==> config.mk <==
export PLATFORM = sky130hd
export DESIGN_NAME = ps2_rx_deframer
export DESIGN_NICKNAME = d
export VERILOG_FILES = /design/src/rtl/ps2_rx_deframer_pkg.sv /design/src/rtl/ps2_rx_deframer_line_filter.sv /design/src/rtl/ps2_rx_deframer.sv
export SDC_FILE = /design/constraint.sdc
export NUM_CORES = 1
export LEC_CHECK = 0
export CAP_MARGIN = 10
export CORE_MARGIN = 3
export CORE_UTILIZATION = 42
export CTS_BUF_LIST = sky130_fd_sc_hd__clkbuf_8
export DETAILED_ROUTE_END_ITERATION = 10
export REMOVE_ABC_BUFFERS = 1
export SETUP_SLACK_MARGIN = 0.4
export SKIP_CTS_REPAIR_TIMING = 1
export SYNTH_ARGS = -nofsm -noshare
export SYNTH_HDL_FRONTEND = slang
export SYNTH_SLANG_ARGS = --single-unit
==> constraint.sdc <==
create_clock -name clock -period 1.9 [get_ports clock]
set_input_delay 0.57 -clock clock [delete_from_list [all_inputs] [get_ports clock]]
set_output_delay 0.57 -clock clock [all_outputs]
set_load 0.02 [all_outputs]
==> src/rtl/ps2_rx_deframer_pkg.sv <==
// ---------------------------------------------------------------------------
// ps2_rx_deframer_pkg
// Shared definitions for the PS/2 receive deframer:
//   - deframer state encoding
//   - rxErrCode values
//   - bit positions of the PS/2 lines inside ps2_clkdat_i
//   - default idle timeout and timer width
//   - odd-parity helper
// ---------------------------------------------------------------------------
package ps2_rx_deframer_pkg;

    typedef enum logic [1:0] {
        IDLE   = 2'd0,
        DATA   = 2'd1,
        PARITY = 2'd2,
        STOP   = 2'd3
    } rxState_t;

    localparam logic [1:0] ERR_OVERRUN = 2'b00;
    localparam logic [1:0] ERR_PARITY  = 2'b01;
    localparam logic [1:0] ERR_FRAMING = 2'b10;
    localparam logic [1:0] ERR_TIMEOUT = 2'b11;

    localparam int PS2_CLK_BIT = 1;
    localparam int PS2_DAT_BIT = 0;

    localparam int TIMEOUT_W           = 16;
    localparam int DEFAULT_TIMEOUT_CYC = 65535;

    // PS/2 uses odd parity: data plus parity bit must hold an odd number of ones.
    function automatic logic oddParityOk(input logic [7:0] dataByte, input logic parityBit);
        return ^{dataByte, parityBit};
    endfunction

endpackage

==> src/rtl/ps2_rx_deframer_line_filter.sv <==
// ---------------------------------------------------------------------------
// ps2_line_filter
// Conditions one raw PS/2 line: SYNC_STAGES-deep synchroniser followed by an
// optional glitch filter. All flops reset to 1 because the bus idles high.
//
// Optional feature: PS2_RX_GLITCH_FILTER_EN
//   defined   - the filtered output only follows the synchronised line after
//               it has disagreed for FILT_LEN consecutive cycles
//   undefined - the filtered output is the last synchroniser stage
//
// Ports:
//   clock     in   core clock
//   reset     in   asynchronous active-high reset
//   rawLine   in   raw asynchronous line
//   filtLine  out  synchronised (and optionally filtered) line
// ---------------------------------------------------------------------------
module ps2_line_filter #(
    parameter int SYNC_STAGES = 2
`ifdef PS2_RX_GLITCH_FILTER_EN
    ,
    parameter int FILT_LEN    = 8
`endif
) (
    input  logic clock,
    input  logic reset,
    input  logic rawLine,
    output logic filtLine
);

    logic [SYNC_STAGES-1:0] syncReg;
    logic                   syncOut;

    always_ff @(posedge clock or posedge reset) begin
        if (reset) begin
            syncReg <= '1;
        end else begin
            syncReg <= {syncReg[SYNC_STAGES-2:0], rawLine};
        end
    end

    assign syncOut = syncReg[SYNC_STAGES-1];

`ifdef PS2_RX_GLITCH_FILTER_EN
    localparam int CNT_W = $clog2(FILT_LEN + 1);

    logic [CNT_W-1:0] filtCnt;
    logic             filtReg;

    // The counter tracks how long the input has disagreed with the output;
    // any agreement restarts the count so short glitches never get through.
    always_ff @(posedge clock or posedge reset) begin
        if (reset) begin
            filtReg <= 1'b1;
            filtCnt <= '0;
        end else if (syncOut == filtReg) begin
            filtCnt <= '0;
        end else if (filtCnt == CNT_W'(FILT_LEN - 1)) begin
            filtReg <= syncOut;
            filtCnt <= '0;
        end else begin
            filtCnt <= filtCnt + 1'b1;
        end
    end

    assign filtLine = filtReg;
`else
    assign filtLine = syncOut;
`endif

endmodule

==> src/rtl/ps2_rx_deframer.sv <==
// ---------------------------------------------------------------------------
// ps2_rx_deframer
// Receive stage of the PS/2 keyboard block. Conditions the raw PS/2 clock and
// data lines, deframes 11-bit device-to-host frames (start, 8 data LSB first,
// odd parity, stop) and hands validated bytes to the scan FIFO through a
// single-entry valid/ready hold register.
//
// Optional feature: PS2_RX_GLITCH_FILTER_EN enables the per-line glitch
// filter (FILT_LEN parameter only exists in that build).
//
// Ports:
//   clock         in   core clock
//   reset         in   asynchronous active-high reset
//   ps2_clkdat_i  in   raw PS/2 lines, [1]=clock, [0]=data
//   rxData        out  received scancode, valid while rxValid=1
//   rxValid       out  hold register full
//   rxReady       in   consumer takes rxData this cycle when rxValid=1
//   rxErr         out  one-cycle error pulse
//   rxErrCode     out  error cause: 00 overrun, 01 parity, 10 framing, 11 timeout
//   rxBusy        out  deframer not in IDLE
//
// State   | meaning
// --------+--------------------------------------------------------------
// IDLE    | waiting for a falling clock edge with data low (start bit)
// DATA    | shifting in the 8 data bits, LSB first
// PARITY  | waiting for the parity bit
// STOP    | waiting for the stop bit; frame is checked and completed here
// ---------------------------------------------------------------------------
module ps2_rx_deframer
    import ps2_rx_deframer_pkg::*;
#(
    parameter int SYNC_STAGES = 2,
`ifdef PS2_RX_GLITCH_FILTER_EN
    parameter int FILT_LEN    = 8,
`endif
    parameter int TIMEOUT_CYC = DEFAULT_TIMEOUT_CYC
) (
    input  logic       clock,
    input  logic       reset,
    input  logic [1:0] ps2_clkdat_i,
    output logic [7:0] rxData,
    output logic       rxValid,
    input  logic       rxReady,
    output logic       rxErr,
    output logic [1:0] rxErrCode,
    output logic       rxBusy
);

    localparam logic [TIMEOUT_W-1:0] TIMEOUT_LOAD = TIMEOUT_W'(TIMEOUT_CYC);

    logic clkFilt;
    logic datFilt;
    logic clkPrev;
    logic fallEdge;

    rxState_t state;
    rxState_t stateNext;

    logic [2:0]           bitCnt;
    logic [7:0]           shiftReg;
    logic                 parityBit;
    logic [TIMEOUT_W-1:0] toCnt;

    logic       bitCntClr;
    logic       bitCntInc;
    logic       shiftEn;
    logic       parityLoad;
    logic       toLoad;
    logic       deliver;
    logic       errPulse;
    logic [1:0] errCodeNext;

    // ---------------------------------------------------------------------
    // Line conditioning
    // ---------------------------------------------------------------------
    ps2_line_filter #(
        .SYNC_STAGES (SYNC_STAGES)
`ifdef PS2_RX_GLITCH_FILTER_EN
        ,
        .FILT_LEN    (FILT_LEN)
`endif
    ) uClkFilter (
        .clock    (clock),
        .reset    (reset),
        .rawLine  (ps2_clkdat_i[PS2_CLK_BIT]),
        .filtLine (clkFilt)
    );

    ps2_line_filter #(
        .SYNC_STAGES (SYNC_STAGES)
`ifdef PS2_RX_GLITCH_FILTER_EN
        ,
        .FILT_LEN    (FILT_LEN)
`endif
    ) uDatFilter (
        .clock    (clock),
        .reset    (reset),
        .rawLine  (ps2_clkdat_i[PS2_DAT_BIT]),
        .filtLine (datFilt)
    );

    always_ff @(posedge clock or posedge reset) begin
        if (reset) begin
            clkPrev <= 1'b1;
        end else begin
            clkPrev <= clkFilt;
        end
    end

    // Data is sampled in the same cycle the edge is seen, so both lines share
    // identical conditioning latency.
    assign fallEdge = clkPrev & ~clkFilt;

    // ---------------------------------------------------------------------
    // FSM state register
    // ---------------------------------------------------------------------
    always_ff @(posedge clock or posedge reset) begin
        if (reset) begin
            state <= IDLE;
        end else begin
            state <= stateNext;
        end
    end

    // ---------------------------------------------------------------------
    // FSM next state and datapath controls
    // ---------------------------------------------------------------------
    always_comb begin
        stateNext   = state;
        bitCntClr   = 1'b0;
        bitCntInc   = 1'b0;
        shiftEn     = 1'b0;
        parityLoad  = 1'b0;
        toLoad      = 1'b0;
        deliver     = 1'b0;
        errPulse    = 1'b0;
        errCodeNext = ERR_OVERRUN;

        case (state)
            IDLE: begin
                // An edge with data high is line noise, not a start bit.
                if (fallEdge && !datFilt) begin
                    stateNext = DATA;
                    bitCntClr = 1'b1;
                    toLoad    = 1'b1;
                end
            end
            DATA: begin
                if (fallEdge) begin
                    shiftEn = 1'b1;
                    toLoad  = 1'b1;
                    if (bitCnt == 3'd7) begin
                        stateNext = PARITY;
                    end else begin
                        bitCntInc = 1'b1;
                    end
                end
            end
            PARITY: begin
                if (fallEdge) begin
                    parityLoad = 1'b1;
                    toLoad     = 1'b1;
                    stateNext  = STOP;
                end
            end
            STOP: begin
                if (fallEdge) begin
                    toLoad    = 1'b1;
                    stateNext = IDLE;
                    if (!datFilt) begin
                        errPulse    = 1'b1;
                        errCodeNext = ERR_FRAMING;
                    end else if (!oddParityOk(shiftReg, parityBit)) begin
                        errPulse    = 1'b1;
                        errCodeNext = ERR_PARITY;
                    end else if (rxValid && !rxReady) begin
                        errPulse    = 1'b1;
                        errCodeNext = ERR_OVERRUN;
                    end else begin
                        deliver = 1'b1;
                    end
                end
            end
            default: begin
                stateNext = IDLE;
            end
        endcase

        // A late edge still counts: the timeout only wins when no edge arrives.
        if ((state != IDLE) && !fallEdge && (toCnt == '0)) begin
            stateNext   = IDLE;
            errPulse    = 1'b1;
            errCodeNext = ERR_TIMEOUT;
        end
    end

    // ---------------------------------------------------------------------
    // Frame datapath
    // ---------------------------------------------------------------------
    always_ff @(posedge clock or posedge reset) begin
        if (reset) begin
            bitCnt    <= '0;
            shiftReg  <= '0;
            parityBit <= 1'b0;
        end else begin
            if (bitCntClr) begin
                bitCnt <= '0;
            end else if (bitCntInc) begin
                bitCnt <= bitCnt + 3'd1;
            end
            if (shiftEn) begin
                shiftReg <= {datFilt, shiftReg[7:1]};
            end
            if (parityLoad) begin
                parityBit <= datFilt;
            end
        end
    end

    // Inter-edge timeout, a down-counter with terminal count at zero.
    always_ff @(posedge clock or posedge reset) begin
        if (reset) begin
            toCnt <= '0;
        end else if (toLoad) begin
            toCnt <= TIMEOUT_LOAD;
        end else if ((state != IDLE) && (toCnt != '0)) begin
            toCnt <= toCnt - 1'b1;
        end
    end

    // ---------------------------------------------------------------------
    // Hold register and status outputs
    // ---------------------------------------------------------------------
    // A delivery in the same cycle as a consumer pop reloads the register,
    // so delivery takes priority over the clear.
    always_ff @(posedge clock or posedge reset) begin
        if (reset) begin
            rxData  <= '0;
            rxValid <= 1'b0;
        end else if (deliver) begin
            rxData  <= shiftReg;
            rxValid <= 1'b1;
        end else if (rxValid && rxReady) begin
            rxValid <= 1'b0;
        end
    end

    always_ff @(posedge clock or posedge reset) begin
        if (reset) begin
            rxErr     <= 1'b0;
            rxErrCode <= ERR_OVERRUN;
            rxBusy    <= 1'b0;
        end else begin
            rxErr  <= errPulse;
            rxBusy <= (stateNext != IDLE);
            if (errPulse) begin
                rxErrCode <= errCodeNext;
            end
        end
    end

endmodule

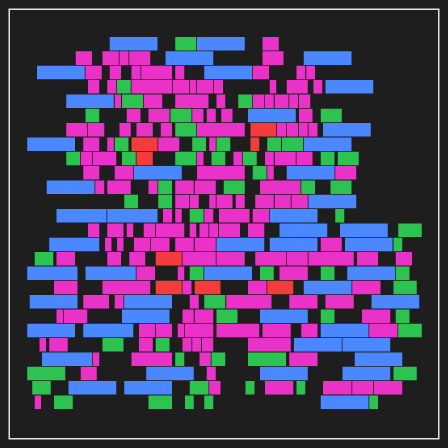
(images/placement_by_type.png)
[green] other buffers and delay cells | cells: 58 | share of their area: 16%
[magenta] combinational and other logic | cells: 157 | share of their area: 44%
[blue] flops | cells: 48 | share of their area: 37%
[red] clock drivers and dummy loads | cells: 8 | share of their area: 2.9%
cell area after layout: 3380 um^2
flop share of the area: 35.8%

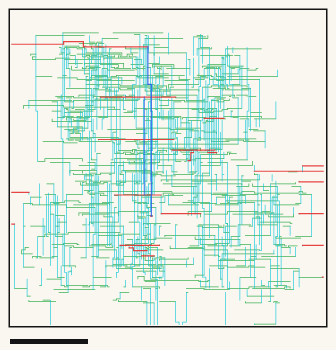
(images/wires.png)
Scale bar: 20 um.
[cyan] metal 2 | wire length: 2760 um
[red] metal 3 | wire length: 184 um
[blue] metal 4 | wire length: 69.6 um
[green] metal 1 | wire length: 2550 um
Total GRT Usage: 16.7%
DR vias: 1892
final wirelength: 5.56 mm
wire length per cell: 16.3 um

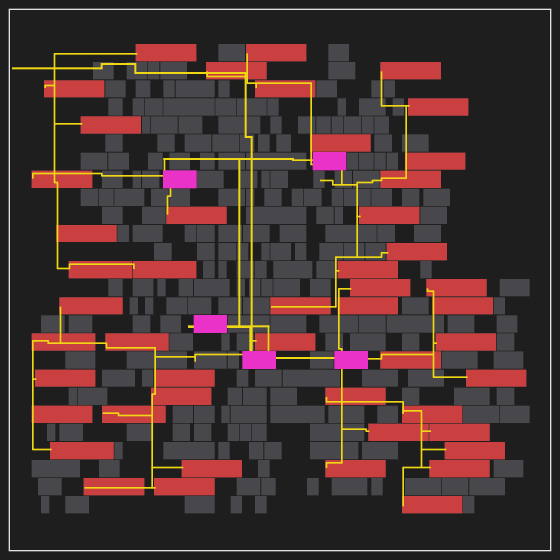
(images/clk_routes.png)
[magenta] clock drivers | count: 5
[red] flip-flops | count: 48
[yellow] clock wires | length: 596 um
flops lie: all over the die
Clk pwr share: 14.3%
Final Skew: 7.03 ps

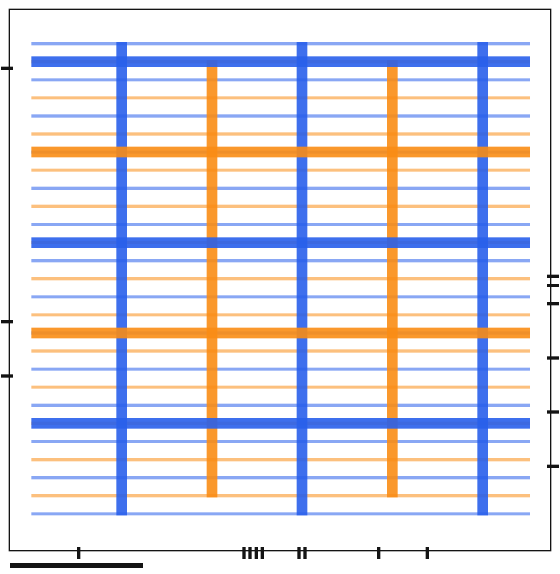
(images/power_grid.png)
Scale bar: 20 um. Pins as bars on the die edge.
[orange] VDD
[blue] VSS
met5 straps: 5
signal pins: 18
rows: 26
met4 straps: 5
met1 rails: 27
chip width: 81.2 um
Max VDD drop: 771 uV
Core Region: 5300 um^2
Die Height: 81.2 um

==> out/metrics.cfg <==
[placed_design]
pre_cts_slack_ps = -209
place.gp.congestion = 0.763
detailed_place_hpwl_mm = 3.56
io_buffer_count = 17

[yosys]
most_common_cell = dfrtp_1
top_logic_kind = simple AND/OR/NAND/NOR gates
top_area_cell = dfrtp_1
synth-xor-area-share_pct = 4.37
ys_chip_area_um2 = 2380
yosys-stat-cells = 214
adder_share_pct = 2.11
compound_area_share_pct = 8.85
synthTopCellsByArea = dfrtp_1, mux2_2, dfstp_2
synthDistinctLibCells = 45
top_cells_by_count = dfrtp_1, o21ai_0, mux2_2, nor3_1
yosysWarnings = 0
synthMuxAreaShare_pct = 10.7
edf_count = 0
avgSynthCellArea_um2 = 11.1
synth_area_um2 = 2380
synth_cells = 214

[clock_network]
clk_path_buf_depth = 2
cts_root_buffer = clkbuf_8
cts_tree = built
cts_buffers = 5
clk_pin_slew_ps = 90
cts.sinks = 48
clkLatencyLatePin_ps = 300

[global_route]
use_met2_pct = 25.6
grt_pass1_vias = 1780
grt_max_degree = 49
antenna_found_initial = 0
busiest_layer = met2
grt.overflow.total = 0

[setup_path]
crit_fanout = 8
path_delay_family = XOR/XNOR gates
path_class = reg -> reg
rrSetupSlack_ps = -10
path_buffers = 1
crit_chain = xnor2_1, xnor3_2, mux2i_4, buf_12, mux2_4
path_depth = 5
startpoint_type = flip-flop
crit_end = rxData[6]
timing.rr.start = shiftReg[6]
required_ps = 2090
rr_endpoint = rxData[6]
slowest_delay_ps = 510
crit_path_end_kind = flip-flop
cp-startpoint = shiftReg[6]

[final_timing]
relSlewSlack_pct = 76.1
fmax_mhz = 523
hold-worst-slack_ps = 361
min_period_ps = 1910
rsz0062_at_grt = true
final_max_slew_viol_count = 0
min_period_over_period_pct = 101
finalSetupViolations = 8
tns_ps = -78.6
setup_slack_ps = -12.2
worst_pin_slew_ps = 357

[finish]
n_antenna_cell = 0
area_growth_pct = 42.1
non_clock_buffer_area_share_pct = 15.5
drive_gt1_share_pct = 49.8
ff_count = 48
register_area_um2 = 1210
finalNonFillerCells = 341
n_all_buffers = 58
sh_comb_area_pct = 42.5
nFillCells = 409
layout_top_cells = dfrtp_1, buf_4, mux2_4, buf_6, nor2_1
final_util_pct = 63.7
largest_register_ffs = 16
n_all_inverters = 6

[job]
cap_violations = 0
warnings = 27

[power]
power_mw = 4.53
maxPowerGroup = combinational cells
power_clock_uw = 647
p_switching_mw = 1.59
p_int_mw = 2.94
sw_frac_of_total_pct = 35.1
power_per_cell_area_nw_per_um2 = 1340
comb-power_mw = 2.34

[route]
wl_met1_mm = 2.55
wl_met2_mm = 2.76
top_layer = met4
routed_via_density = 5.55

[die]
nWellTaps = 70
dieArea_um2 = 6600
rows = 26
fp_util_pct = 44.8

[run_status]
failed_checks = setup timing
status = finished, violations left

[min_path]
hp-class = reg -> reg
hold_end = uDatFilter.syncReg[1]
min_from = uDatFilter.syncReg[0]

No activity file was given, so power comes from the tool's default toggle rates.
